`config.mk`:
```
export PLATFORM = sky130hd
export DESIGN_NAME = keypad_emulator_flat
export DESIGN_NICKNAME = d
export VERILOG_FILES = /design/src/rtl/keypad_emulator_if.sv /design/src/rtl/keypad_emulator.sv /design/src/flat_wrapper.sv
export SDC_FILE = /design/constraint.sdc
export NUM_CORES = 1
export LEC_CHECK = 0
export ABC_AREA = 1
export CORE_ASPECT_RATIO = 0.7
export CORE_MARGIN = 1
export CORE_UTILIZATION = 35
export DETAILED_ROUTE_END_ITERATION = 10
export GPL_TIMING_DRIVEN = 0
export SLEW_MARGIN = 20
export SYNTH_ARGS = -nofsm -noshare
export SYNTH_HDL_FRONTEND = slang
export SYNTH_SLANG_ARGS = --single-unit
```
`constraint.sdc`:
```
create_clock -name clk -period 3.8 [get_ports clk]
set_input_delay 0.76 -clock clk [delete_from_list [all_inputs] [get_ports clk]]
set_output_delay 0.76 -clock clk [all_outputs]
set_load 0.01 [all_outputs]
```
`src/rtl/keypad_emulator_if.sv`:
```
// rtl/keypad_emulator_if.sv - request and row-scan bundle for the keypad emulator
interface keypad_emulator_if;
    logic [3:0] key_code;
    logic       press_req;
    logic       release_req;
    logic [3:0] row;
    logic [3:0] col;
    logic       busy;
    logic       key_down;
    logic       done;

    modport master (
        output key_code, press_req, release_req, row,
        input  col, busy, key_down, done
    );

    modport slave (
        input  key_code, press_req, release_req, row,
        output col, busy, key_down, done
    );
endinterface

```
`src/rtl/keypad_emulator.sv`:
```
// rtl/keypad_emulator.sv - 4x4 matrix keypad model with deterministic contact bounce
module keypad_emulator #(
    parameter int BOUNCE_CYCLES = 8,
    parameter int BOUNCE_PERIOD = 4
) (
    input  logic              clk,
    input  logic              reset,
    keypad_emulator_if.slave  bus
);
    localparam int CYC_W    = (BOUNCE_PERIOD > 1) ? $clog2(BOUNCE_PERIOD) : 1;
    localparam int SEG_W    = (BOUNCE_CYCLES > 0) ? $clog2(BOUNCE_CYCLES + 1) : 1;
    localparam int CYC_LAST = (BOUNCE_PERIOD > 1) ? BOUNCE_PERIOD - 1 : 0;
    localparam int SEG_LAST = (BOUNCE_CYCLES > 0) ? BOUNCE_CYCLES - 1 : 0;
    localparam bit NO_BOUNCE = (BOUNCE_CYCLES == 0);

    typedef enum logic [1:0] {
        S_IDLE,
        S_PRESS_BOUNCE,
        S_HELD,
        S_RELEASE_BOUNCE
    } state_t;

    state_t           r_state, w_state_nxt;
    logic             r_contact, w_contact_nxt;
    logic [3:0]       r_key, w_key_nxt;
    logic [SEG_W-1:0] r_seg, w_seg_nxt;
    logic [CYC_W-1:0] r_cyc, w_cyc_nxt;
    logic             r_done, w_done_nxt;
    logic             w_seg_end;
    logic             w_bounce_end;
    logic [SEG_W-1:0] w_seg_inc;
    logic [3:0]       w_col;

    assign w_seg_end    = (r_cyc == CYC_W'(CYC_LAST));
    assign w_bounce_end = w_seg_end && (r_seg == SEG_W'(SEG_LAST));
    assign w_seg_inc    = r_seg + SEG_W'(1);

    always_ff @(posedge clk or posedge reset) begin
        if (reset) begin
            r_state   <= S_IDLE;
            r_contact <= 1'b0;
            r_key     <= 4'h0;
            r_seg     <= '0;
            r_cyc     <= '0;
            r_done    <= 1'b0;
        end else begin
            r_state   <= w_state_nxt;
            r_contact <= w_contact_nxt;
            r_key     <= w_key_nxt;
            r_seg     <= w_seg_nxt;
            r_cyc     <= w_cyc_nxt;
            r_done    <= w_done_nxt;
        end
    end

    always_comb begin
        w_state_nxt   = r_state;
        w_contact_nxt = r_contact;
        w_key_nxt     = r_key;
        w_seg_nxt     = r_seg;
        w_cyc_nxt     = r_cyc;
        w_done_nxt    = 1'b0;
        unique case (r_state)
            S_IDLE: begin
                if (bus.press_req) begin
                    w_key_nxt     = bus.key_code;
                    w_seg_nxt     = '0;
                    w_cyc_nxt     = '0;
                    w_contact_nxt = 1'b1;
                    if (NO_BOUNCE) begin
                        w_state_nxt = S_HELD;
                        w_done_nxt  = 1'b1;
                    end else begin
                        w_state_nxt = S_PRESS_BOUNCE;
                    end
                end
            end
            // Press bounce starts closed: even segments make contact.
            S_PRESS_BOUNCE: begin
                if (w_bounce_end) begin
                    w_state_nxt   = S_HELD;
                    w_contact_nxt = 1'b1;
                    w_seg_nxt     = '0;
                    w_cyc_nxt     = '0;
                    w_done_nxt    = 1'b1;
                end else if (w_seg_end) begin
                    w_seg_nxt     = w_seg_inc;
                    w_cyc_nxt     = '0;
                    w_contact_nxt = ~w_seg_inc[0];
                end else begin
                    w_cyc_nxt = r_cyc + CYC_W'(1);
                end
            end
            S_HELD: begin
                w_contact_nxt = 1'b1;
                if (bus.release_req) begin
                    w_seg_nxt     = '0;
                    w_cyc_nxt     = '0;
                    w_contact_nxt = 1'b0;
                    if (NO_BOUNCE) begin
                        w_state_nxt = S_IDLE;
                        w_done_nxt  = 1'b1;
                    end else begin
                        w_state_nxt = S_RELEASE_BOUNCE;
                    end
                end
            end
            S_RELEASE_BOUNCE: begin
                if (w_bounce_end) begin
                    w_state_nxt   = S_IDLE;
                    w_contact_nxt = 1'b0;
                    w_seg_nxt     = '0;
                    w_cyc_nxt     = '0;
                    w_done_nxt    = 1'b1;
                end else if (w_seg_end) begin
                    w_seg_nxt     = w_seg_inc;
                    w_cyc_nxt     = '0;
                    w_contact_nxt = w_seg_inc[0];
                end else begin
                    w_cyc_nxt = r_cyc + CYC_W'(1);
                end
            end
            default: w_state_nxt = S_IDLE;
        endcase
    end

    // Combinational so a scanner stepping rows sees the column in the same cycle.
    always_comb begin
        w_col = 4'b0000;
        if (r_contact && bus.row[r_key[3:2]]) begin
            w_col[r_key[1:0]] = 1'b1;
        end
    end

    assign bus.col      = w_col;
    assign bus.busy     = (r_state == S_PRESS_BOUNCE) || (r_state == S_RELEASE_BOUNCE);
    assign bus.key_down = (r_state == S_HELD);
    assign bus.done     = r_done;
endmodule

```
`src/flat_wrapper.sv`:
```
// flat-port wrapper written by rule: the top's interface ports become plain ports
module keypad_emulator_flat 
#(
    parameter int BOUNCE_CYCLES = 8,
    parameter int BOUNCE_PERIOD = 4
)
  (clk, reset, bus_key_code, bus_press_req, bus_release_req, bus_row, bus_col, bus_busy, bus_key_down, bus_done);
  keypad_emulator_if bus_i ();
  input  logic clk;
  input  logic reset;
  input wire logic [$bits(bus_i.key_code)-1:0] bus_key_code;
  input wire logic [$bits(bus_i.press_req)-1:0] bus_press_req;
  input wire logic [$bits(bus_i.release_req)-1:0] bus_release_req;
  input wire logic [$bits(bus_i.row)-1:0] bus_row;
  output wire logic [$bits(bus_i.col)-1:0] bus_col;
  output wire logic [$bits(bus_i.busy)-1:0] bus_busy;
  output wire logic [$bits(bus_i.key_down)-1:0] bus_key_down;
  output wire logic [$bits(bus_i.done)-1:0] bus_done;
  assign bus_i.key_code = bus_key_code;
  assign bus_i.press_req = bus_press_req;
  assign bus_i.release_req = bus_release_req;
  assign bus_i.row = bus_row;
  assign bus_col = bus_i.col;
  assign bus_busy = bus_i.busy;
  assign bus_key_down = bus_i.key_down;
  assign bus_done = bus_i.done;
  keypad_emulator #(.BOUNCE_CYCLES(BOUNCE_CYCLES), .BOUNCE_PERIOD(BOUNCE_PERIOD)) u_core (.clk(clk), .reset(reset), .bus(bus_i));
endmodule
```
**Routed metal per tile**

Bar = 20 µm. The die is cut into 12 by 9 equal tiles; dark purple is low, yellow is high, scaled to the fullest tile. Values are wire area over tile area, all layers added.
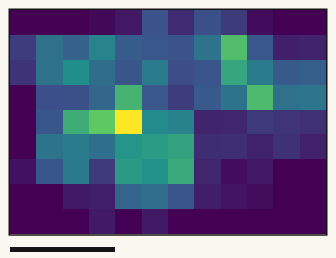
emptiest ninth of the die	lower right
nearly empty tiles	22%
densest ninth of the die	centre
fullest tile	0.41
mean over tiles	0.094
Via Count: 701
wire length per cell: 9.31 µm
final WL: 1520 µm
gr usage total: 13.7%

**Placed cells, one colour a class**

Bar = 20 µm.
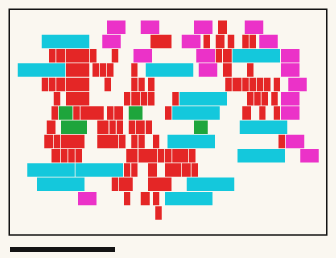
class	colour	cells	share of their area
remaining buffers and delay cells	magenta	18	17%
sequential cells	cyan	14	33%
clock drivers and dummy loads	green	4	3.5%
remaining logic cells	red	95	46%
CORE AREA: 2190 µm²
final instance area: 1090 µm²
fin util: 49.6%
Core Rows: 14

**Routing congestion map**

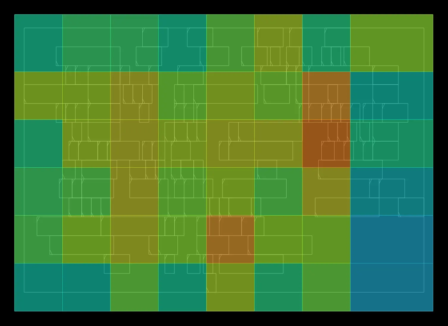
met3 usage: 6.40%
M1 GR Usage: 20.3%
global routing usage on met2: 17.8%
busiest grt layer: met1

==> flow_summary_export.csv <==
group,metric,value,unit
placement,dp_cells,159,
final_layout,final_cells,163,
final_timing,rsz0062_at_grt,"no",
final_layout,area_dominant_class,"multi-input combinational cells",
logic_synthesis,synth_area_leader_cell,"dfrtp_1",
min_path,hold_path_depth,2,
drt,drtAntennaViolNets,0,
logic_synthesis,ys_cells,109,
power_and_ir_drop,leakagePower,0.551,nW
worst_setup_path,critPathLaunch,"bus_row[0]",
final_timing,post-route-min-period,3030,ps
run_status,status,"finished clean",
cts,cts_hold_buf,0,
final_timing,max_freq,330,MHz
worst_setup_path,rr_endpoint,"u_core.r_seg[0]",
placement,dpl_worst_slack,784,ps
placement,gp_congestion,0.737,
worst_setup_path,critical_path_class,"in2out",
final_layout,layout_top_cells,"30 x nand2_1, 19 x inv_1, 18 x clkdlybuf4s50_1",
power_and_ir_drop,ir_drop,0.458,mV
final_timing,hold_viol_final,0,
logic_synthesis,ys_top_logic_family,"simple AND/OR/NAND/NOR gates",
die,fp.dieW,60.2,µm
run,drv_cap,0,
logic_synthesis,yosys_warnings,0,
cts,cts_buffer_depth,2,
logic_synthesis,ff_type,"dfrtp_1",
final_timing,max-slew-margin-rel,63.5,%
worst_setup_path,cp-start-kind,"input port",
final_layout,clock_area_share,3.34,%
logic_synthesis,netlist_instances,109,
logic_synthesis,top_cell,"nand2_1",
logic_synthesis,synth.distinct_cells,17,
cts,clock_latency,280,ps
logic_synthesis,simple_gate_area_share,28.2,%
final_timing,fin_crit_sh,79.6,%
worst_setup_path,r2r_slack,2360,ps
die,chipHeight,42.7,µm
min_path,hold_start,"u_core.r_cyc[1]",
cts,cts_resized,0,
logic_synthesis,synth_nets,128,
final_timing,slew_violations,0,
worst_setup_path,path_cells,"clkdlybuf4s50_1, nor2_1, nor2_1, o21ai_0, o21ai_0, nand2_1, nor2_1, clkdlybuf4s50_1",
worst_setup_path,rr_worst_depth,8,
final_layout,clkbuf_count,4,
drt,vias_per_cell,4.30,
cts,cts_tree,"yes",
final_timing,fin_setup_tns,0,ps
worst_setup_path,critPathBufInv,2,
final_layout,nets,151,
grt,grt-ovfl-total,0,
final_layout,drive_gt1_share,6.87,%
logic_synthesis,xor_area_share,1.06,%
drt,wl_met3,101,µm
die,taps,32,
logic_synthesis,yosys_area,830,µm²
power_and_ir_drop,power,0.000775,W
final_layout,seq_share,32.3,%
cts,post_cts.repair.setup_buffers,0,
final_layout,buf_share,16.6,%
final_timing,setup_violations,0,
grt,grt_pass1_vias,576,
cts,cts_root_buf,"clkbuf_4",
final_layout,comb-cell-share,37.6,%
logic_synthesis,synthTopCellsByCount,"30 x nand2_1, 19 x inv_1, 14 x dfrtp_1, 14 x nor2_1",
drt,wl_met1,789,µm
final_layout,num-multi-input-gates,76,
drt,route.detailed.drc,0,
placement,io_buffers,18,
cts,htreeDepth,1,
logic_synthesis,fa_ha_area_share,10.6,%
final_layout,lay_top_count,"nand2_1",
worst_setup_path,timing.rr.start,"u_core.r_state[0]",
cts,cts_sinks,14,
final_timing,worst_slack,774,ps
cts,cts.clk_slew.worst_paths,90,ps
final_layout,seq_cells,14,
worst_setup_path,cp_common_cell,"nor2_1",
final_layout,inv_count,19,
final_timing,fin_hold_ws,504,ps
worst_setup_path,critical_path.max_stage_delay,540,ps
final_layout,nFillCells,215,
worst_setup_path,worstPathMaxFanout,4,
drt,drtIter0Drc,51,
drt,dr.max_layer_used,"met3",
grt,antenna_found_initial,0,
drt,dr.pass1.iters,4,
placement,placed_area,1050,µm²
logic_synthesis,yosysTopAreaCellShare,42.2,%
final_layout,n_antenna_cell,0,
worst_setup_path,slowest_stage,"clkdlybuf4s50_1",
cts,cts_buffers,3,
logic_synthesis,ys_ff,14,
final_layout,combGateArea,408,µm²
final_timing,clock_skew,2.15,ps
run,warning_count,30,
die,dieArea,2570,µm²
final_timing,worst_pin_slew,547,ps
logic_synthesis,postSynthSeqShare,42.2,%
placement,hpwl,1160,µm
logic_synthesis,ys_sh_aoi,7.99,%
logic_synthesis,enable_flop_cells,0,
worst_setup_path,arrival,2270,ps
final_layout,layout.area.seq,350,µm²
die,fp_util,37.9,%
grt,grt_max_degree,15,
drt,dr_wl_met2,628,µm
min_path,holdPathEnd,"u_core.r_cyc[1]",
logic_synthesis,top_cells_by_area,"dfrtp_1 42%, nand2_1 14%, ha_1 11%",
final_layout,signal_buffers,18,
die,ios,19,
worst_setup_path,cp_top_family,"buffers and inverters",
logic_synthesis,ys_sh_mux,1.36,%
power_and_ir_drop,power_density,714,nW/µm²
grt,grt_first_pass_wirelength,2570,µm
logic_synthesis,syn_area,830,µm²
min_path,min_path_type,"reg2reg",
## how the worst max path moves through the flow
stage          depth (start not counted)          to  slack, ps
2_1_floorplan                          6  bus_col[0]       1780
3_3_place_gp                           8  bus_col[0]        810
5_1_grt                                8  bus_col[2]        600
3_5_place_dp                           8  bus_col[2]        780
4_1_cts                                8  bus_col[2]        780
6_report                               8  bus_col[2]        770
## power by group
part	internal [W]	switching, W	total, W
clock network	0.0000583	0.0000502	0.000109
registers	0.000207	0.0000457	0.000253
logic	0.000176	0.000238	0.000414
## registers in the layout, summed over array words and instances (netlist names)
register	count
u_core.bus.done	1
u_core.r_contact	1
u_core.r_cyc	2
u_core.r_key	4
u_core.r_seg	4
u_core.r_state	2
Power is estimated from default activity; no workload was simulated.
